**Routed metal, one color a layer**

Scale: 4 px per micron. Only two layers are drawn.
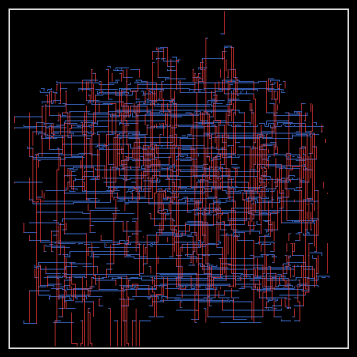
**The metal 3 layer**

Scale: 4 px per micron.
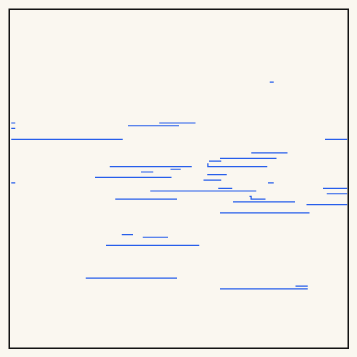
**Cell outlines without signal wires**

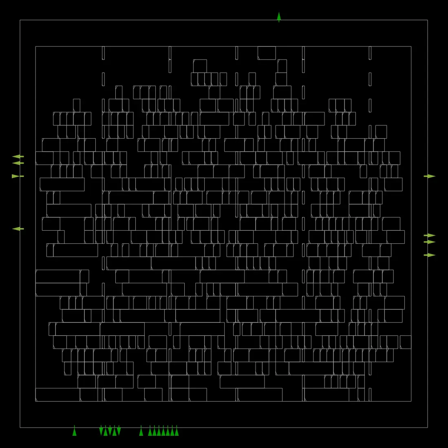
Design gf_inv_seq, sky130hd; sources not shown.
==> results_slide.txt <==
Key Metrics from the Run

Drt
  • DRT Pass-1 Iters: 4
  • Post-route met1 wirelength: 3.29 mm
  • Detailed Route Iter0 Violations: 186
  • Antenna violation net count after detailed routing: 0

Synthesis
  • Synth async-reset ratio: 1.00
  • Main area contributors: nand2_1, dfrtp_1, inv_1
  • Net Count, Synth: 473
  • Yosys reg bits: 22
  • Warnings from Yosys: 0
  • Distinct lib cells used: 36
  • Top-area cell type share of the netlist area: 0.216
  • Cell type with the highest aggregate area in the netlist: nand2_1
  • Yosys-reported design area after synthesis: 2760 sq um
  • Largest combinational cell category by area: simple AND/OR/NAND/NOR gates
  • Top cell type by instance count after synthesis: nand2_1

Final timing
  • Share of the clock period used by the worst path: 0.857
  • Minimum setup slack in the final design: 0.473 ns
  • Final critical delay including setup and external delays: 2.83 ns
  • Setup repair after global routing missed its margin: false

Finish
  • # fillers: 579
  • Comb area share: 0.620
  • Antenna cell count: 0
  • Share of final layout cell area taken by clock buffers and inverters: 0.00859

Clock tree
  • Sink Count: 22
  • H-tree level count: 1
  • TritonCTS clock tree: built

Status
  • Status: complete, no violations

Global route
  • Busiest metal layer after global routing: met2
  • Met1 Track Usage GR: 0.285

Critical path
  • Worst reg-to-reg path cell count: 24
  • Kind of start point of the critical path: register
  • Worst path required time: 3.50 ns
  • Delay of the slowest critical-path stage: 0.43 ns

Floorplanning
  • Horizontal die dimension: 84.4 microns
About 'routed metal, one color a layer':
Key: metal 2 = red [wire length 3250 microns]; metal 1 = blue [wire length 3290 microns]
Routed wire per std cell: 12.6 microns
via total after detailed routing: 2821
routed wire length: 6.92 mm
Global Route Usage Sum: 0.210

About 'the metal 3 layer':
The wires run mostly horizontal. 27 nets have wire on it. The layer holds 4.9% of the routed length. The longest straight run is 27.6 microns. The layer carries 337 microns of wire.
met3 usage: 0.0226

About 'cell outlines without signal wires':
FFs & Latches: 22
tapcells inserted: 72
final non-filler cell total: 550
floorplan core area: 5710 sq um
Placement Rows: 27

